==> src/rtl/vga_fifo_pkg.sv <==
// Shared defaults and width helpers for the VGA pixel FIFO.
// Each queue entry is a flat vector {clear, x, y, colour}; widths are
// parameters of the top module, so only the defaults live here.
package vga_fifo_pkg;

    localparam int DEF_X_W      = 8;
    localparam int DEF_Y_W      = 7;
    localparam int DEF_COLOUR_W = 3;
    localparam int DEF_DEPTH    = 16;

    // Width of the saturating dropped-pixel counter (statistics build).
    localparam int STAT_W = 16;

    // Bits needed to hold an occupancy of 0..depth inclusive.
    function automatic int cnt_width(input int depth);
        return $clog2(depth + 1);
    endfunction

    // Pointer width for a power-of-two depth (never narrower than one bit).
    function automatic int ptr_width(input int depth);
        return (depth < 2) ? 1 : $clog2(depth);
    endfunction

endpackage

==> src/rtl/vga_pixel_fifo_mem.sv <==
// Entry storage for the VGA pixel FIFO: simple dual-port array with a
// synchronous write port and an asynchronous (combinational) read port.
// The asynchronous read lets the head entry fall through to the outputs
// in the same cycle the read pointer settles. Contents are not reset;
// the top module masks the outputs whenever the queue is empty.
module vga_pixel_fifo_mem #(
    parameter int DEPTH = 16,
    parameter int WIDTH = 19,
    parameter int AW    = 4
) (
    input  logic             clk,
    input  logic             wr_en,
    input  logic [AW-1:0]    wr_addr,
    input  logic [WIDTH-1:0] wr_data,
    input  logic [AW-1:0]    rd_addr,
    output logic [WIDTH-1:0] rd_data
);

    logic [WIDTH-1:0] mem_array [DEPTH];

    // Write port: one entry per clock when enabled.
    always_ff @(posedge clk) begin
        if (wr_en) begin
            mem_array[wr_addr] <= wr_data;
        end
    end

    assign rd_data = mem_array[rd_addr];

endmodule

==> src/rtl/vga_pixel_fifo.sv <==
// VGA pixel FIFO: queues {x, y, colour} plot requests and screen-clear
// markers between a pixel producer and a VGA framebuffer writer.
// A clear marker is generated on every falling edge of vga_resetn and is
// never lost: when the queue is full it replaces the newest entry (or, with
// FLUSH_ON_CLEAR=1, it replaces the whole queue).
// Optional feature: define VGA_PIXEL_FIFO_STATS_EN to add the drop_count
// and high_water statistics outputs.
// DEPTH must be a power of two and at least 2 so pointers wrap naturally.
module vga_pixel_fifo
    import vga_fifo_pkg::*;
#(
    parameter int X_W            = DEF_X_W,
    parameter int Y_W            = DEF_Y_W,
    parameter int COLOUR_W       = DEF_COLOUR_W,
    parameter int DEPTH          = DEF_DEPTH,
    parameter bit FLUSH_ON_CLEAR = 1'b0
) (
    input  logic                        CLOCK_50,
    input  logic                        resetn,
    input  logic [X_W-1:0]              x,
    input  logic [Y_W-1:0]              y,
    input  logic [COLOUR_W-1:0]         colour,
    input  logic                        plot,
    input  logic                        vga_resetn,
    output logic                        out_valid,
    output logic [X_W-1:0]              out_x,
    output logic [Y_W-1:0]              out_y,
    output logic [COLOUR_W-1:0]         out_colour,
    output logic                        out_clear,
    input  logic                        out_ready,
    output logic [cnt_width(DEPTH)-1:0] count,
    output logic                        full,
    output logic                        overflow
`ifdef VGA_PIXEL_FIFO_STATS_EN
    ,
    output logic [STAT_W-1:0]           drop_count,
    output logic [cnt_width(DEPTH)-1:0] high_water
`endif
);

    localparam int CNT_W = cnt_width(DEPTH);
    localparam int PTR_W = ptr_width(DEPTH);
    localparam int ENT_W = 1 + X_W + Y_W + COLOUR_W;

    localparam logic [CNT_W-1:0] CNT_FULL    = CNT_W'(DEPTH);
    localparam logic [CNT_W-1:0] CNT_ONE     = CNT_W'(1);
    localparam logic [PTR_W-1:0] PTR_ONE     = PTR_W'(1);
    localparam logic [ENT_W-1:0] CLEAR_ENTRY = {1'b1, {(ENT_W-1){1'b0}}};

    logic [PTR_W-1:0] wr_ptr_reg, wr_ptr_next;
    logic [PTR_W-1:0] rd_ptr_reg, rd_ptr_next;
    logic [CNT_W-1:0] count_reg, count_next;
    logic             overflow_reg, overflow_next;
    logic             vga_resetn_reg;

    logic             mem_wr_en;
    logic [PTR_W-1:0] mem_wr_addr;
    logic [ENT_W-1:0] mem_wr_data;
    logic [ENT_W-1:0] head_entry;

    logic             full_w;
    logic             pop;
    logic             clear_event;
    logic             pixel_drop;

    assign full_w      = (count_reg == CNT_FULL);
    assign out_valid   = (count_reg != '0);
    assign pop         = out_valid && out_ready;
    // Only the 1->0 transition counts, so a held-low vga_resetn clears once.
    assign clear_event = vga_resetn_reg && !vga_resetn;

    vga_pixel_fifo_mem #(
        .DEPTH (DEPTH),
        .WIDTH (ENT_W),
        .AW    (PTR_W)
    ) u_mem (
        .clk     (CLOCK_50),
        .wr_en   (mem_wr_en),
        .wr_addr (mem_wr_addr),
        .wr_data (mem_wr_data),
        .rd_addr (rd_ptr_reg),
        .rd_data (head_entry)
    );

    // Next-state for pointers, occupancy and overflow, plus the write port.
    always_comb begin
        mem_wr_en     = 1'b0;
        mem_wr_addr   = wr_ptr_reg;
        mem_wr_data   = {1'b0, x, y, colour};
        wr_ptr_next   = wr_ptr_reg;
        rd_ptr_next   = rd_ptr_reg;
        count_next    = count_reg;
        overflow_next = overflow_reg;
        pixel_drop    = 1'b0;

        if (pop) begin
            rd_ptr_next = rd_ptr_reg + PTR_ONE;
            count_next  = count_reg - CNT_ONE;
        end

        if (clear_event) begin
            // A coincident plot is discarded in favour of the clear marker.
            mem_wr_data = CLEAR_ENTRY;
            mem_wr_en   = 1'b1;
            if (FLUSH_ON_CLEAR) begin
                // Restart the queue at the write slot; any pop is moot.
                rd_ptr_next = wr_ptr_reg;
                wr_ptr_next = wr_ptr_reg + PTR_ONE;
                count_next  = CNT_ONE;
            end else if (!full_w || pop) begin
                wr_ptr_next = wr_ptr_reg + PTR_ONE;
                count_next  = pop ? count_reg : count_reg + CNT_ONE;
            end else begin
                // Full with no room: sacrifice the newest entry, never the head.
                mem_wr_addr   = wr_ptr_reg - PTR_ONE;
                overflow_next = 1'b1;
            end
        end else if (plot) begin
            if (!full_w || pop) begin
                mem_wr_en   = 1'b1;
                wr_ptr_next = wr_ptr_reg + PTR_ONE;
                count_next  = pop ? count_reg : count_reg + CNT_ONE;
            end else begin
                pixel_drop    = 1'b1;
                overflow_next = 1'b1;
            end
        end
    end

    // Queue state registers; reset empties the queue at once.
    always_ff @(posedge CLOCK_50 or negedge resetn) begin
        if (!resetn) begin
            wr_ptr_reg     <= '0;
            rd_ptr_reg     <= '0;
            count_reg      <= '0;
            overflow_reg   <= 1'b0;
            vga_resetn_reg <= 1'b1;
        end else begin
            wr_ptr_reg     <= wr_ptr_next;
            rd_ptr_reg     <= rd_ptr_next;
            count_reg      <= count_next;
            overflow_reg   <= overflow_next;
            vga_resetn_reg <= vga_resetn;
        end
    end

    // Head entry is masked to zero while the queue is empty (and in reset).
    assign {out_clear, out_x, out_y, out_colour} = out_valid ? head_entry : '0;

    assign count    = count_reg;
    assign full     = full_w;
    assign overflow = overflow_reg;

`ifdef VGA_PIXEL_FIFO_STATS_EN
    logic [STAT_W-1:0] drop_count_reg;
    logic [CNT_W-1:0]  high_water_reg;

    // Saturating count of pixels refused for lack of space.
    always_ff @(posedge CLOCK_50 or negedge resetn) begin
        if (!resetn) begin
            drop_count_reg <= '0;
        end else if (pixel_drop && (drop_count_reg != '1)) begin
            drop_count_reg <= drop_count_reg + STAT_W'(1);
        end
    end

    // Peak occupancy, tracked on the value count is about to take.
    always_ff @(posedge CLOCK_50 or negedge resetn) begin
        if (!resetn) begin
            high_water_reg <= '0;
        end else if (count_next > high_water_reg) begin
            high_water_reg <= count_next;
        end
    end

    assign drop_count = drop_count_reg;
    assign high_water = high_water_reg;
`endif

endmodule

==> config.mk <==
export PLATFORM = sky130hd
export DESIGN_NAME = vga_pixel_fifo
export DESIGN_NICKNAME = d
export VERILOG_FILES = /design/src/rtl/vga_fifo_pkg.sv /design/src/rtl/vga_pixel_fifo_mem.sv /design/src/rtl/vga_pixel_fifo.sv
export SDC_FILE = /design/constraint.sdc
export NUM_CORES = 1
export LEC_CHECK = 0
export ABC_AREA = 0
export CORE_MARGIN = 2
export CORE_UTILIZATION = 40
export DETAILED_ROUTE_END_ITERATION = 12
export HOLD_SLACK_MARGIN = 0.15
export SETUP_SLACK_MARGIN = 0.15
export SLEW_MARGIN = 15
export SYNTH_ARGS = -nofsm -noshare
export SYNTH_HDL_FRONTEND = slang
export SYNTH_HIERARCHICAL = 1
export SYNTH_SLANG_ARGS = --single-unit
==> constraint.sdc <==
create_clock -name CLOCK_50 -period 5.95 [get_ports CLOCK_50]
set_clock_uncertainty 0.2 [all_clocks]
set_input_delay 1.19 -clock CLOCK_50 [delete_from_list [all_inputs] [get_ports CLOCK_50]]
set_output_delay 1.19 -clock CLOCK_50 [all_outputs]
set_load 0.03 [all_outputs]
**Placement view**

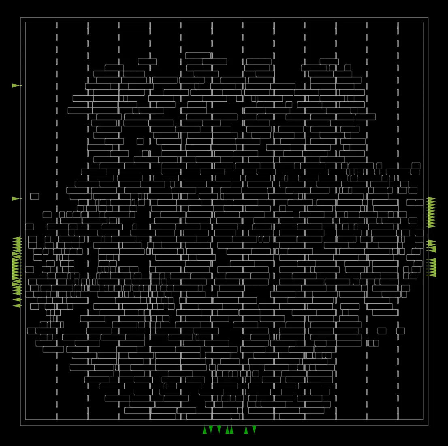
row cnt: 65
Core Area: 31310 sq um
tap cells: 402

==> flow_metrics.tcl <==
# place-and-route summary
set metrics [dict create \
    totalWireLength_um 27900 \
    outcome "completed" \
    antenna_found_initial 0 \
    num_antenna_cells 0 \
    syn-mean-instance-area_sq_um 20.64 \
    finalHoldViolations 0 \
    drv_slew 0 \
    ff_type "edfxtp_1" \
    numCtsBuffers 31 \
    ys_area_sq_um 12610 \
    p_leak_nw 4.747 \
    fin_crit_ns 4.923 \
    utilization 0.4699 \
    cp_data_required_time_ns 4.56 \
    rsz0062_at_grt "no" \
    drive_gt1_frac 0.2511 \
    clock_tree.htree_level_count 1 \
    rr_worst_depth 7 \
    lay_top_cells "edfxtp_1, mux4_2, clkdlybuf4s50_1, a22oi_1, clkbuf_16" \
    synthToLayoutAreaGrowth_pct 16.66 \
    synth_seq_share 0.7537 \
    clock.latency.late_pin_ns 0.54 \
    grt_max_degree 36 \
]
**Signal wires by layer**

Drawn at 2 px/um. Only two layers are drawn.
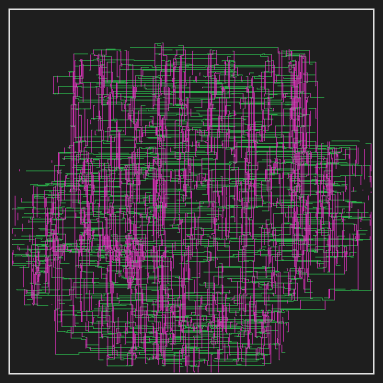
met1: shown in green, wire length 12300 um. met2: shown in magenta, wire length 13400 um.

final cells by class:
type	instances	area, sq um	share of cell area
inverters	8	30.03	0.002041
multi-input cells	254	2979	0.2025
clock inverters	17	168.9	0.01148
repair buffers	71	680.7	0.04627
flip-flops and latches	319	9510	0.6465
clock buffers	40	839.6	0.05707
well taps	402	503.0	0.03419
critical path, delay by kind of cell (launching register included):
family | cells | cell delay (ns)
multiplexers | 1 | 0.63
flip-flops | 1 | 0.69
AND-OR/OR-AND | 1 | 0.27
buffers and inverters | 2 | 1.14
AND/OR/NAND/NOR | 2 | 0.25
path summary, 6_finish.rpt:
path | endpoint
worst max register to register | u_mem/mem_array[3][1]
max in group asynchronous | rd_ptr_reg[0]
worst min-delay path | wr_ptr_reg[3]
worst max-delay path | out_x[6]
worst min register to register | wr_ptr_reg[3]
min in group asynchronous | rd_ptr_reg[2]
cell families (layout without fill, tap and decap cells):
group / count (synthesis) / in the layout / synth area share
DFF: 319 / 319 / 0.7537
and+or+nand+nor: 108 / 108 / 0.04871
muxes: 78 / 78 / 0.1375
adders and majority gates: 5 / 5 / 0.004961
xor gates and xnor gates: 13 / 13 / 0.009029
buffers and inverters: 38 / 136 / 0.01548
AOI/OAI and AO/OA: 50 / 50 / 0.03056
stage by stage:
| step | std cells | hold WS (ns) | setup WS (ns) | cell area, sq um | total power [W] |
|---|---|---|---|---|---|
| 4_1_cts | 1111 | 0.3056 | 0.9245 | 14710 | 0.007619 |
| 2_1_floorplan | 611 | 0.2646 | 1.216 | 12610 | 0.004716 |
| 3_3_place_gp | 1054 | 0.2879 | 1.069 | 13700 | 0.005643 |
| 6_report | 1111 | 0.3069 | 1.027 | 14710 | 0.007537 |
| 3_5_place_dp | 1054 | 0.2976 | 0.8064 | 13700 | 0.005700 |
| 5_1_grt | 1111 | 0.3359 | 0.7725 | 14710 | 0.007888 |
power by group:
part | internal [W] | total (W) | leakage (nW) | switching, W
Clock | 0.00112 | 0.00191 | 0.492 | 0.000787
Sequential | 0.00279 | 0.00298 | 2.95 | 0.000190
Combinational | 0.00114 | 0.00265 | 1.30 | 0.00151
Total | 0.00505 | 0.00754 | 4.75 | 0.00249
per-layer routing:
| metal | share of wire | global-route usage | routed length (um) |
|---|---|---|---|
| met1 | 0.44 | 0.2572 | 12280 |
| met2 | 0.48 | 0.2814 | 13390 |
| met3 | 0.065 | 0.02627 | 1806 |
| met4 | 0.015 | 0.03187 | 418 |
| met5 | 0 | 0 | 0 |
Power is estimated from default activity; no workload was simulated.
